[config.mk]
export PLATFORM = sky130hd
export DESIGN_NAME = msg_fifo_rr_scheduler
export DESIGN_NICKNAME = d
export VERILOG_FILES = /design/src/rtl/msg_fifo_rr_scheduler.sv
export SDC_FILE = /design/constraint.sdc
export NUM_CORES = 1
export LEC_CHECK = 0
export ABC_AREA = 1
export CAP_MARGIN = 10
export CELL_PAD_IN_SITES_DETAIL_PLACEMENT = 0
export CELL_PAD_IN_SITES_GLOBAL_PLACEMENT = 2
export CORE_AREA = 2 2 359 361
export DETAILED_ROUTE_END_ITERATION = 12
export DIE_AREA = 0 0 361 363
export GPL_TIMING_DRIVEN = 0
export PLACE_DENSITY_LB_ADDON = 0.1
export SYNTH_ARGS = -nofsm -noshare
export SYNTH_HDL_FRONTEND = slang
export SYNTH_SLANG_ARGS = --single-unit
[constraint.sdc]
create_clock -name sys_clk_i -period 4.7 [get_ports sys_clk_i]
set_clock_uncertainty 0.1 [all_clocks]
set_input_delay 1.41 -clock sys_clk_i [delete_from_list [all_inputs] [get_ports sys_clk_i]]
set_output_delay 1.41 -clock sys_clk_i [all_outputs]
set_load 0.1 [all_outputs]
[src/rtl/msg_fifo_rr_scheduler.sv]
// -----------------------------------------------------------------------------
// msg_fifo_rr_scheduler
//
// Round-robin scheduler that shares one downstream message path between
// CHANNEL first-word-fall-through receive FIFOs. A grant drains exactly one
// complete message: one header beat plus ceil(data_field_len/16) payload
// beats. Messages are never interleaved. The next grant is decided in a single
// IDLE cycle, so there is one bubble cycle between consecutive messages.
//
// Header beat layout (128 bits):
//   [127:120] src_id  [119:112] des_id  [111:104] data_type
//   [103:96]  data_channel              [95:80]   data_field_len (bytes)
//
// Optional feature (compile-time macro MSG_SCHED_TIMEOUT_EN):
//   When defined, a stall counter aborts a message whose FIFO stays empty for
//   TIMEOUT_CYC cycles in the payload phase. The abort pulses timeout_o, skips
//   the eof beat and moves on to the next channel. When undefined, the
//   scheduler waits indefinitely and timeout_o is constant 0.
//
// Ports:
//   sys_clk_i   - single clock
//   rst_i       - synchronous reset, active-high
//   rd_en_o     - per-FIFO pop (only the granted bit can be 1)
//   rd_din_i    - FWFT data, channel i at rd_din_i[i*128 +: 128]
//   rd_empty_i  - per-FIFO empty flag
//   m_valid_o   - output beat valid
//   m_ready_i   - downstream ready
//   m_data_o    - output beat
//   m_sof_o     - header beat marker
//   m_eof_o     - last beat of the message
//   m_chan_o    - source FIFO index, constant for a whole message
//   busy_o      - high whenever the FSM is not in IDLE
//   err_len_o   - 1-cycle pulse when an over-length header is accepted
//   timeout_o   - 1-cycle abort pulse (optional feature only)
// -----------------------------------------------------------------------------
module msg_fifo_rr_scheduler #(
    parameter int CHANNEL       = 6,
    parameter int DATA_W        = 128,
    parameter int MAX_PAY_BEATS = 256,
    parameter int CH_W          = 4,
    parameter int TIMEOUT_CYC   = 1024
) (
    input  logic                      sys_clk_i,
    input  logic                      rst_i,
    output logic [CHANNEL-1:0]        rd_en_o,
    input  logic [CHANNEL*DATA_W-1:0] rd_din_i,
    input  logic [CHANNEL-1:0]        rd_empty_i,
    output logic                      m_valid_o,
    input  logic                      m_ready_i,
    output logic [DATA_W-1:0]         m_data_o,
    output logic                      m_sof_o,
    output logic                      m_eof_o,
    output logic [CH_W-1:0]           m_chan_o,
    output logic                      busy_o,
    output logic                      err_len_o,
    output logic                      timeout_o
);

    localparam int CNT_W = $clog2(MAX_PAY_BEATS + 1);

    // An illegal parameter set never pops, so it cannot corrupt any FIFO.
    localparam bit CFG_OK = (CHANNEL >= 2) && (CHANNEL <= 16) &&
                            ((1 << CH_W) >= CHANNEL) && (DATA_W == 128) &&
                            (MAX_PAY_BEATS >= 1) && (TIMEOUT_CYC >= 1);

    localparam logic [16:0]      MAX_PAY_17  = 17'(MAX_PAY_BEATS);
    localparam logic [CNT_W-1:0] MAX_PAY_CNT = CNT_W'(MAX_PAY_BEATS);

    typedef enum logic [1:0] {
        ST_IDLE = 2'd0,
        ST_HDR  = 2'd1,
        ST_PAY  = 2'd2
    } state_e;

    // Payload beat count from the byte length; 17 bits so 0xFFFF gives 4096.
    function automatic logic [16:0] calc_pay(input logic [15:0] len);
        logic [16:0] sum;
        sum      = {1'b0, len} + 17'd15;
        calc_pay = sum >> 4;
    endfunction

    // Registers
    state_e           state_q;
    logic [CH_W-1:0]  grant_q;
    logic [CH_W-1:0]  last_grant_q;
    logic [CNT_W-1:0] beat_cnt_q;
    logic             m_valid_q;
    logic [DATA_W-1:0] m_data_q;
    logic             m_sof_q;
    logic             m_eof_q;
    logic [CH_W-1:0]  m_chan_q;
    logic             err_len_q;

    // Combinational values
    logic [DATA_W-1:0] cur_din_s;
    logic              cur_empty_s;
    logic              pop_s;
    logic [CHANNEL-1:0] rd_en_s;
    logic              arb_found_s;
    logic [CH_W-1:0]   arb_idx_s;
    logic [16:0]       pay_raw_s;
    logic              pay_over_s;
    logic [CNT_W-1:0]  pay_d;
    logic              eof_d;

`ifdef MSG_SCHED_TIMEOUT_EN
    localparam int STALL_W = $clog2(TIMEOUT_CYC + 1);
    logic [STALL_W-1:0] stall_q;
    logic               timeout_q;
    assign timeout_o = timeout_q;
`else
    assign timeout_o = 1'b0;
`endif

    // Granted-channel data/empty mux and the pop decision for that channel.
    always_comb begin
        cur_din_s   = '0;
        cur_empty_s = 1'b1;
        for (int i = 0; i < CHANNEL; i++) begin
            if (grant_q == CH_W'(i)) begin
                cur_din_s   = rd_din_i[i*DATA_W +: DATA_W];
                cur_empty_s = rd_empty_i[i];
            end else begin
                cur_din_s   = cur_din_s;
                cur_empty_s = cur_empty_s;
            end
        end
        // Pops are suppressed during reset so no FIFO word is lost to it.
        pop_s = CFG_OK && !rst_i &&
                ((state_q == ST_HDR) || (state_q == ST_PAY)) &&
                !cur_empty_s && (!m_valid_q || m_ready_i);
        rd_en_s = '0;
        for (int i = 0; i < CHANNEL; i++) begin
            rd_en_s[i] = pop_s && (grant_q == CH_W'(i));
        end
    end

    // Round-robin search: first non-empty channel above last_grant, then wrap.
    always_comb begin
        arb_found_s = 1'b0;
        arb_idx_s   = '0;
        for (int i = 0; i < CHANNEL; i++) begin
            if (!arb_found_s && !rd_empty_i[i] && (CH_W'(i) > last_grant_q)) begin
                arb_found_s = 1'b1;
                arb_idx_s   = CH_W'(i);
            end else begin
                arb_found_s = arb_found_s;
            end
        end
        for (int i = 0; i < CHANNEL; i++) begin
            if (!arb_found_s && !rd_empty_i[i] && (CH_W'(i) <= last_grant_q)) begin
                arb_found_s = 1'b1;
                arb_idx_s   = CH_W'(i);
            end else begin
                arb_found_s = arb_found_s;
            end
        end
    end

    // Header length decode with clamp, and eof detection for the current pop.
    always_comb begin
        pay_raw_s  = calc_pay(cur_din_s[95:80]);
        pay_over_s = (pay_raw_s > MAX_PAY_17);
        if (pay_over_s) begin
            pay_d = MAX_PAY_CNT;
        end else begin
            pay_d = pay_raw_s[CNT_W-1:0];
        end
        case (state_q)
            ST_HDR:  eof_d = (pay_d == '0);
            ST_PAY:  eof_d = (beat_cnt_q == CNT_W'(1));
            default: eof_d = 1'b0;
        endcase
    end

    // Scheduler FSM together with the registered output beat stage.
    always_ff @(posedge sys_clk_i) begin
        if (rst_i) begin
            state_q      <= ST_IDLE;
            grant_q      <= '0;
            last_grant_q <= CH_W'(CHANNEL - 1);
            beat_cnt_q   <= '0;
            m_valid_q    <= 1'b0;
            m_data_q     <= '0;
            m_sof_q      <= 1'b0;
            m_eof_q      <= 1'b0;
            m_chan_q     <= '0;
            err_len_q    <= 1'b0;
`ifdef MSG_SCHED_TIMEOUT_EN
            stall_q      <= '0;
            timeout_q    <= 1'b0;
`endif
        end else begin
            err_len_q <= 1'b0;
`ifdef MSG_SCHED_TIMEOUT_EN
            timeout_q <= 1'b0;
            if (pop_s || (state_q != ST_PAY)) begin
                stall_q <= '0;
            end else begin
                stall_q <= stall_q;
            end
`endif
            // Output register: load on pop, otherwise drain when accepted.
            if (pop_s) begin
                m_data_q  <= cur_din_s;
                m_valid_q <= 1'b1;
                m_sof_q   <= (state_q == ST_HDR);
                m_eof_q   <= eof_d;
                m_chan_q  <= grant_q;
            end else if (m_ready_i) begin
                m_valid_q <= 1'b0;
            end else begin
                m_valid_q <= m_valid_q;
            end

            case (state_q)
                ST_IDLE: begin
                    if (arb_found_s) begin
                        grant_q <= arb_idx_s;
                        state_q <= ST_HDR;
                    end else begin
                        state_q <= ST_IDLE;
                    end
                end
                ST_HDR: begin
                    if (pop_s) begin
                        beat_cnt_q <= pay_d;
                        err_len_q  <= pay_over_s;
                        if (eof_d) begin
                            state_q      <= ST_IDLE;
                            last_grant_q <= grant_q;
                        end else begin
                            state_q <= ST_PAY;
                        end
                    end else begin
                        state_q <= ST_HDR;
                    end
                end
                ST_PAY: begin
                    if (pop_s) begin
                        beat_cnt_q <= beat_cnt_q - CNT_W'(1);
                        if (eof_d) begin
                            state_q      <= ST_IDLE;
                            last_grant_q <= grant_q;
                        end else begin
                            state_q <= ST_PAY;
                        end
                    end
`ifdef MSG_SCHED_TIMEOUT_EN
                    // Abort: no eof beat; a beat already in m_data_q still drains.
                    else if (cur_empty_s) begin
                        if (stall_q == STALL_W'(TIMEOUT_CYC - 1)) begin
                            timeout_q    <= 1'b1;
                            state_q      <= ST_IDLE;
                            last_grant_q <= grant_q;
                            beat_cnt_q   <= '0;
                            stall_q      <= '0;
                        end else begin
                            stall_q <= stall_q + STALL_W'(1);
                        end
                    end
`endif
                    else begin
                        state_q <= ST_PAY;
                    end
                end
                default: begin
                    state_q <= ST_IDLE;
                end
            endcase
        end
    end

    assign rd_en_o   = rd_en_s;
    assign m_valid_o = m_valid_q;
    assign m_data_o  = m_data_q;
    assign m_sof_o   = m_sof_q;
    assign m_eof_o   = m_eof_q;
    assign m_chan_o  = m_chan_q;
    assign busy_o    = (state_q != ST_IDLE);
    assign err_len_o = err_len_q;

endmodule

Fig. 1: routed metal, one colour a layer
Only two layers are drawn.
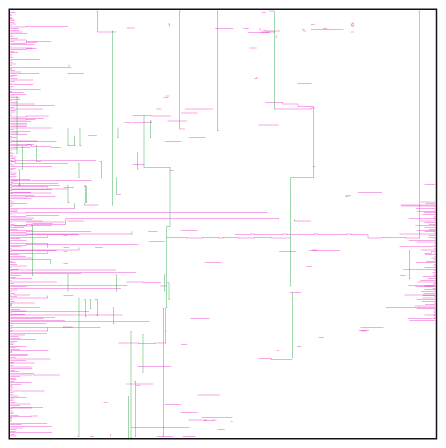
Green is met4, wire length 1920 microns. Magenta is met3, wire length 7260 microns.

Fig. 2: signal wires on met1
Scale bar: 100 microns. Supply wires on this layer in grey. Cells faint in the background.
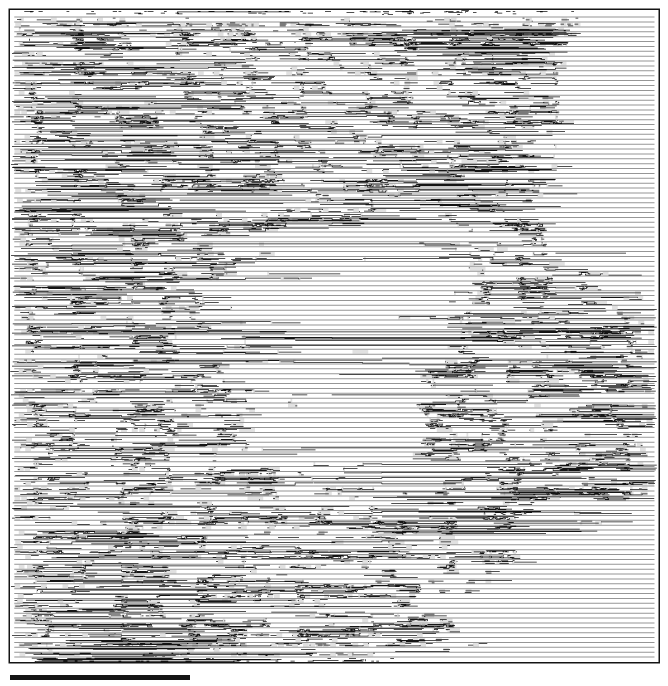
The wires run mostly horizontal. The layer holds 40% of the routed length. 3101 nets have wire on it. The longest straight run is 191 microns. The layer carries 49.9 mm of wire.
global routing usage on met1: 21.0%
final wirelength: 123000 microns
routed vias: 16650

Fig. 3: nets reached from selected ports
Scale bar: 100 microns.
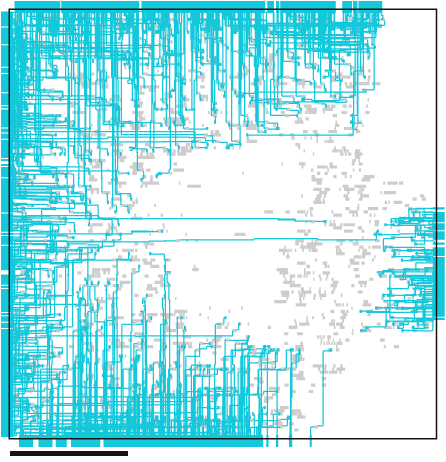
Cyan is rd_din_i, direction input, edge 280 top, 237 left, 191 bottom, 60 right, end cells 655, wire 49.0 mm.
io pins: 921
number of buffers inserted by port buffering: 918

==> flow_metrics.py <==
# Physical implementation metrics
metrics = {
    "status": {
        "status": "finished, final reports clean",
    },
    "synthesis": {
        "xor_share_pct": 0.249,
        "ys_types": 45,
        "yosys_warnings": 0,
        "top_area_share_pct": 28.8,
        "synthTopLogicFamily": "AND-OR/OR-AND gates",
        "yosysChipArea_sq_mm": 0.0106,
        "synth-simple-area-share_pct": 24.7,
        "top_cell": "nand2_1",
        "numSynthFlops": 152,
    },
    "finish": {
        "comb_area_sq_mm": 0.00668,
        "final_core_util_pct": 17.8,
        "syn2layout_area_growth_pct": 114,
        "clock_area_share_pct": 2.58,
        "seq_share_pct": 13.4,
        "comb_share_pct": 29.5,
        "fin_nets": 3380,
        "drive_above_1_share_pct": 4.41,
        "num-multi-input-gates": 1296,
        "lay_top_cells": "clkdlybuf4s50_1, nand2_1, o21ai_0",
        "nClkBuffers": 20,
        "finalInstanceArea_sq_mm": 0.0226,
    },
    "cts": {
        "htreeDepth": 4,
        "cts_resized": 46,
        "clock-root-buffer": "clkbuf_16",
        "insertion_delay_ns": 0.49,
        "cts_tree": "built",
        "numCtsBuffers": 17,
        "cts.sinks": 152,
        "clk_pin_slew_ns": 0.08,
    },
    "final_timing": {
        "rsz0062_at_grt": "false",
        "tightest_slew_ns": 1.31,
        "fmax_mhz": 220,
        "layout_setup_ws_ns": 0.149,
        "tns_ns": 0,
        "layout_min_cycle_time_ns": 4.55,
    },
    "critical_path": {
        "crit_cells": 8,
        "rr_endpoint": "last_grant_q[2]$_SDFFE_PP1P_",
        "critPathCapture": "rd_en_o[3]",
        "worstPathCellList": "clkdlybuf4s50_1, o22ai_1, a221oi_2, o211ai_1, nand3_4, clkbuf_16, nor2_1, buf_4",
        "worstPathMaxFanout": 10,
        "worst-path-buf-inv": 3,
        "reg2reg_depth": 20,
        "r2r_slack_ns": 0.44,
        "cp_slowest_cell": "clkdlybuf4s50_1",
        "reg2reg_from": "grant_q[2]$_SDFFE_PP0P_",
        "worstPathArrival_ns": 3.04,
    },
    "worst_hold_path": {
        "worst_hold_path_type": "flop to flop",
        "holdPathStages": 2,
        "holdPathEnd": "m_data_o[81]$_SDFFE_PP0P_",
    },
    "power": {
        "seq-power_mw": 1.46,
        "clkPwrFrac_pct": 23.5,
        "powerComb_mw": 3.42,
        "combPwrFrac_pct": 53.6,
        "ir_worst_vdd_v": 0.000197,
        "p_int_mw": 3.36,
        "pwr-share-seq_pct": 22.9,
    },
    "drt": {
        "top_layer": "met5",
        "first_pass_iters": 5,
        "via_per_inst": 3.88,
        "wl_met3_microns": 7260,
        "final_antenna_net_count": 0,
    },
    "run": {
        "max_cap_violations": 0,
        "warnings": 31,
    },
    "die": {
        "core_area_sq_mm": 0.127,
        "rows": 131,
        "die_x_microns": 361,
        "fp-utilization_pct": 8.31,
        "num_tap_cells": 1662,
        "die_y_microns": 363,
        "chip_area_sq_mm": 0.131,
    },
    "grt": {
        "grt_max_degree": 20,
        "grt_pass1_wl_microns": 161000,
        "first_global_vias": 17366,
        "antenna_found_initial": 62,
        "met2_usage_pct": 33.5,
    },
    "placed_design": {
        "placed_cell_area_sq_mm": 0.0219,
        "dp_hpwl_microns": 107000,
    },
}
Power is estimated from default activity; no workload was simulated.
